**config.mk**
```make
export PLATFORM = sky130hd
export DESIGN_NAME = rx_fifo_flat
export DESIGN_NICKNAME = d
export VERILOG_FILES = /design/src/rtl/rx_fifo_if.sv /design/src/rtl/rx_fifo.sv /design/src/flat_wrapper.sv
export SDC_FILE = /design/constraint.sdc
export NUM_CORES = 1
export LEC_CHECK = 0
export CAP_MARGIN = 20
export CORE_MARGIN = 2
export CORE_UTILIZATION = 40
export CTS_BUF_LIST = sky130_fd_sc_hd__clkbuf_16
export CTS_CLUSTER_SIZE = 28
export DETAILED_ROUTE_END_ITERATION = 8
export SYNTH_ARGS = -nofsm -noshare
export SYNTH_HDL_FRONTEND = slang
export SYNTH_SLANG_ARGS = --single-unit
```
**constraint.sdc**
```tcl
create_clock -name clk -period 4.25 [get_ports clk]
set_clock_uncertainty 0.15 [all_clocks]
set_input_delay 0.85 -clock clk [delete_from_list [all_inputs] [get_ports clk]]
set_output_delay 0.85 -clock clk [all_outputs]
set_load 0.02 [all_outputs]
```
**src/rtl/rx_fifo_if.sv**
```systemverilog
// Receive FIFO bus: engine capture handshake plus host register port.
// The master side drives the engine and host inputs; the FIFO is the slave.
interface rx_fifo_if #(
    parameter int DEPTH_LOG2 = 4
);
    logic                  rxrdy;
    logic [7:0]            uart_data;
    logic                  perr;
    logic                  ferr;
    logic                  ovf;
    logic                  reads0;
    logic                  rd;
    logic                  addr;
    logic [7:0]            dout;
    logic                  empty;
    logic                  full;
    logic [DEPTH_LOG2:0]   count;
    logic                  irq;

    modport master (
        output rxrdy, uart_data, perr, ferr, ovf, rd, addr,
        input  reads0, dout, empty, full, count, irq
    );

    modport slave (
        input  rxrdy, uart_data, perr, ferr, ovf, rd, addr,
        output reads0, dout, empty, full, count, irq
    );
endinterface

```
**src/rtl/rx_fifo.sv**
```systemverilog
// Receive FIFO between a UART engine and a host register port.
// Captures one byte plus error flags per rxrdy handshake.
module rx_fifo #(
    parameter int DEPTH_LOG2 = 4
) (
    input  logic       clk,
    input  logic       rst,
    rx_fifo_if.slave   bus
);
    localparam int DEPTH = 2 ** DEPTH_LOG2;
    localparam int CW    = DEPTH_LOG2 + 1;

    typedef enum logic [1:0] {
        IDLE = 2'd0,
        ACK  = 2'd1,
        WAIT = 2'd2
    } state_t;

    logic [10:0]           mem_q [DEPTH];
    logic [DEPTH_LOG2-1:0] wptr_q, wptr_d;
    logic [DEPTH_LOG2-1:0] rptr_q, rptr_d;
    logic [CW-1:0]         count_q, count_d;
    logic                  drop_q, drop_d;
    logic [7:0]            dout_q, dout_d;
    state_t                state_q;
    logic                  reads0_q;

    logic                  empty;
    logic                  full;
    logic                  cap;
    logic                  push;
    logic                  pop;
    logic                  stat_rd;
    logic [10:0]           head;

    assign empty   = (count_q == '0);
    assign full    = (count_q == CW'(DEPTH));
    assign cap     = (state_q == IDLE) && bus.rxrdy;
    assign pop     = bus.rd && !bus.addr && !empty;
    // A pop on the same edge frees the slot a full FIFO needs.
    assign push    = cap && (!full || pop);
    assign stat_rd = bus.rd && bus.addr;
    assign head    = empty ? 11'd0 : mem_q[rptr_q];

    always_comb begin
        wptr_d  = wptr_q;
        rptr_d  = rptr_q;
        count_d = count_q;
        drop_d  = drop_q;
        dout_d  = dout_q;
        if (push) wptr_d = wptr_q + DEPTH_LOG2'(1);
        if (pop)  rptr_d = rptr_q + DEPTH_LOG2'(1);
        case ({push, pop})
            2'b10:   count_d = count_q + CW'(1);
            2'b01:   count_d = count_q - CW'(1);
            default: count_d = count_q;
        endcase
        if (stat_rd)     drop_d = 1'b0;
        if (cap && !push) drop_d = 1'b1;
        if (bus.rd) begin
            if (bus.addr)
                dout_d = {drop_q, head[10:8], 2'b00, full, empty};
            else
                dout_d = empty ? 8'h00 : head[7:0];
        end
    end

    always_ff @(posedge clk) begin
        if (rst) begin
            wptr_q  <= '0;
            rptr_q  <= '0;
            count_q <= '0;
            drop_q  <= 1'b0;
            dout_q  <= 8'h00;
        end else begin
            wptr_q  <= wptr_d;
            rptr_q  <= rptr_d;
            count_q <= count_d;
            drop_q  <= drop_d;
            dout_q  <= dout_d;
        end
    end

    always_ff @(posedge clk) begin
        if (push && !rst)
            mem_q[wptr_q] <= {bus.ovf, bus.ferr, bus.perr, bus.uart_data};
    end

    // WAIT holds off recapture until the engine drops rxrdy.
    always_ff @(posedge clk) begin
        if (rst) begin
            state_q  <= IDLE;
            reads0_q <= 1'b0;
        end else begin
            reads0_q <= 1'b0;
            case (state_q)
                IDLE: begin
                    if (bus.rxrdy) begin
                        state_q  <= ACK;
                        reads0_q <= 1'b1;
                    end
                end
                ACK: state_q <= WAIT;
                WAIT: begin
                    if (!bus.rxrdy) state_q <= IDLE;
                end
                default: state_q <= IDLE;
            endcase
        end
    end

    assign bus.reads0 = reads0_q;
    assign bus.dout   = dout_q;
    assign bus.empty  = empty;
    assign bus.full   = full;
    assign bus.count  = count_q;
    assign bus.irq    = !empty || drop_q;
endmodule

```
**src/flat_wrapper.sv**
```systemverilog
// flat-port wrapper written by rule: the top's interface ports become plain ports
module rx_fifo_flat 
#(
    parameter int DEPTH_LOG2 = 4
)
  (clk, rst, bus_rxrdy, bus_uart_data, bus_perr, bus_ferr, bus_ovf, bus_rd, bus_addr, bus_reads0, bus_dout, bus_empty, bus_full, bus_count, bus_irq);
  rx_fifo_if #(.DEPTH_LOG2(DEPTH_LOG2)) bus_i ();
  input  logic clk;
  input  logic rst;
  input wire logic [$bits(bus_i.rxrdy)-1:0] bus_rxrdy;
  input wire logic [$bits(bus_i.uart_data)-1:0] bus_uart_data;
  input wire logic [$bits(bus_i.perr)-1:0] bus_perr;
  input wire logic [$bits(bus_i.ferr)-1:0] bus_ferr;
  input wire logic [$bits(bus_i.ovf)-1:0] bus_ovf;
  input wire logic [$bits(bus_i.rd)-1:0] bus_rd;
  input wire logic [$bits(bus_i.addr)-1:0] bus_addr;
  output wire logic [$bits(bus_i.reads0)-1:0] bus_reads0;
  output wire logic [$bits(bus_i.dout)-1:0] bus_dout;
  output wire logic [$bits(bus_i.empty)-1:0] bus_empty;
  output wire logic [$bits(bus_i.full)-1:0] bus_full;
  output wire logic [$bits(bus_i.count)-1:0] bus_count;
  output wire logic [$bits(bus_i.irq)-1:0] bus_irq;
  assign bus_i.rxrdy = bus_rxrdy;
  assign bus_i.uart_data = bus_uart_data;
  assign bus_i.perr = bus_perr;
  assign bus_i.ferr = bus_ferr;
  assign bus_i.ovf = bus_ovf;
  assign bus_i.rd = bus_rd;
  assign bus_i.addr = bus_addr;
  assign bus_reads0 = bus_i.reads0;
  assign bus_dout = bus_i.dout;
  assign bus_empty = bus_i.empty;
  assign bus_full = bus_i.full;
  assign bus_count = bus_i.count;
  assign bus_irq = bus_i.irq;
  rx_fifo #(.DEPTH_LOG2(DEPTH_LOG2)) u_core (.clk(clk), .rst(rst), .bus(bus_i));
endmodule
```
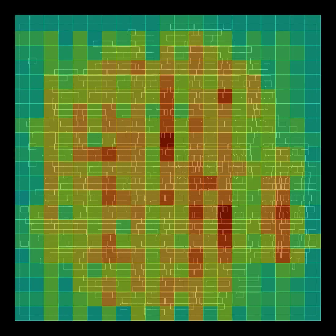
Fig. 1. Congestion heat map.
gr usage total: 0.162
met2 Use GR: 0.267

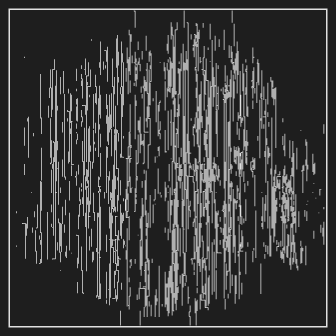
Fig. 2. Met2 routing.
nets with wire on the layer: 457
wire length on this layer: 8400 um
longest straight run: 79.7 um
Post-Route WL: 17.0 mm
Via Count: 4081

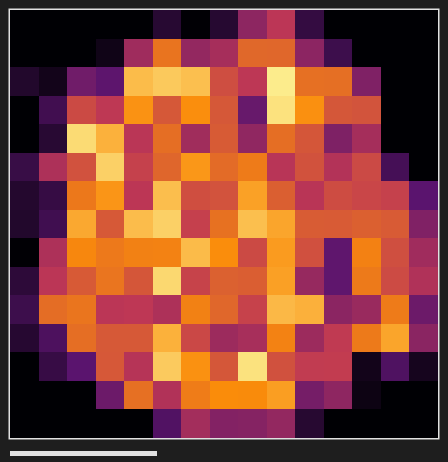
Fig. 3. Local utilization.
Scale bar: 50 um. The die is cut into 15 by 15 equal tiles; black is low, pale yellow is high, 0 to 100% covered.
mean over tiles: 43%
nearly empty tiles: 18%
densest ninth of the die: middle
tiles over 75% full: 15%
fullest tile: 96%
Final Util: 0.486
Placeable Area: 19600 sq um

==> results.yml <==
# yosys + openroad results
finish:
  ff_latch_area_sq_um: 5870
  max_flop_register: "u_core.mem_q"
  largest_class: "flip-flops and latches"
  clk_share: 0.0711
  lay_top_count: "edfxtp_1"
  logic_gates: 194
  flop-count: 205
  buffers: 62
  stdcell_area_sq_um: 9520
  fillers: 1646
  drive_above_1_share: 0.237
  final_cell_mix: "176 x edfxtp_1, 48 x mux4_2, 43 x nor2_1"
  seq_share: 0.616
  fin_cells: 772
  antennaDiodeCount: 0
job:
  warnings: 29
critical_path:
  crit_required_ns: 3.25
  worstSetupEndpointType: "primary output"
  crit_chain: "or4_1 > nor2_1 > clkdlybuf4s50_1"
  worst-setup-path-type: "flip-flop to primary output"
  rrSetupSlack_ns: 1.18
  crit_start: "u_core.bus.count[0]"
  path_delay_family: "simple AND/OR/NAND/NOR gates"
  r2r_cells: 9
  critPathMaxStageDelay_ns: 0.67
  arrival_ns: 2.45
  endpoint: "bus_empty"
  cp_num_buf_inv: 1
  reg2reg_from: "u_core.bus.count[0]"
synth:
  yosysWarnings: 0
  syn-cell-area_sq_um: 8030
  syn_inst: 424
  yosys.area.top_type: "edfxtp_1"
  most_common_cell: "edfxtp_1"
  ys_sh_adder: 0.0150
  ys_sh_simple: 0.0457
  ys_cells: 424
  synth_cell_type_count: 41
  avgSynthCellArea_sq_um: 18.9
  flop_cell: "edfxtp_1"
  yosys.stat.seqShare: 0.731
  synth.logic.top_family: "multiplexers"
  ys_area_sq_um: 8030
  top_cells_by_count: "176 x edfxtp_1, 48 x mux4_2, 43 x nor2_1"
timing:
  finalSetupTns_ns: 0
  post-route-period-util: 0.811
  fin_crit_ns: 3.45
  slew_viol_final: 0
  hold_violations: 0
  fin_ws_ns: 0.802
  worst_pin_slew_ns: 0.956
  finalSetupViolCount: 0
  relSlewSlack: 0.361
clock_tree:
  htreeDepth: 1
  clkTransAtPathRegs_ns: 0.06
  cts_setup_buffers: 0
  clock_latency_ns: 0.50
  tritoncts: "built"
  cts_buffers: 23
  hold_buffers: 0
  cts_root_buffer: "clkbuf_16"
  post_cts_resized: 0
global_routing:
  grt_overflow: 0
  grt_use_met3: 0.0339
  grt_pass1_vias: 4148
  antenna_found_initial: 0
  grt_pass1_wl_mm: 25.9
  use_met1: 0.224
  grt_max_degree: 34
detailed_routing:
  drc: 0
  drtIter0Drc: 355
  detail_route.vias_per_cell: 5.29
  firstDrtPassIters: 4
  wire_per_inst_um: 22.0
die:
  die_w_um: 146
  die_area_sq_um: 21200
  fp_util: 0.410
  dieHeight_um: 146
  rows: 51
pwr:
  swShare: 0.222
  clkPwrFrac: 0.402
  seq_power_share: 0.507
  power_density_nw_per_um2: 465
  clk-power_mw: 1.78
  total_power_mw: 4.43
  p_comb_frac: 0.091
  p_leak_nw: 3.12
worst_hold_path:
  min_to: "u_core.bus.dout[0]"
  min-delay-start: "u_core.bus.dout[0]"
  min_path_cells: 2
place:
  hpwl_mm: 11.0
  post_dp_cell_area_sq_um: 8840
  place_congestion: 0.833
outcome:
  outcome: "complete, no violations"
No activity file was given, so power comes from the tool's default toggle rates.
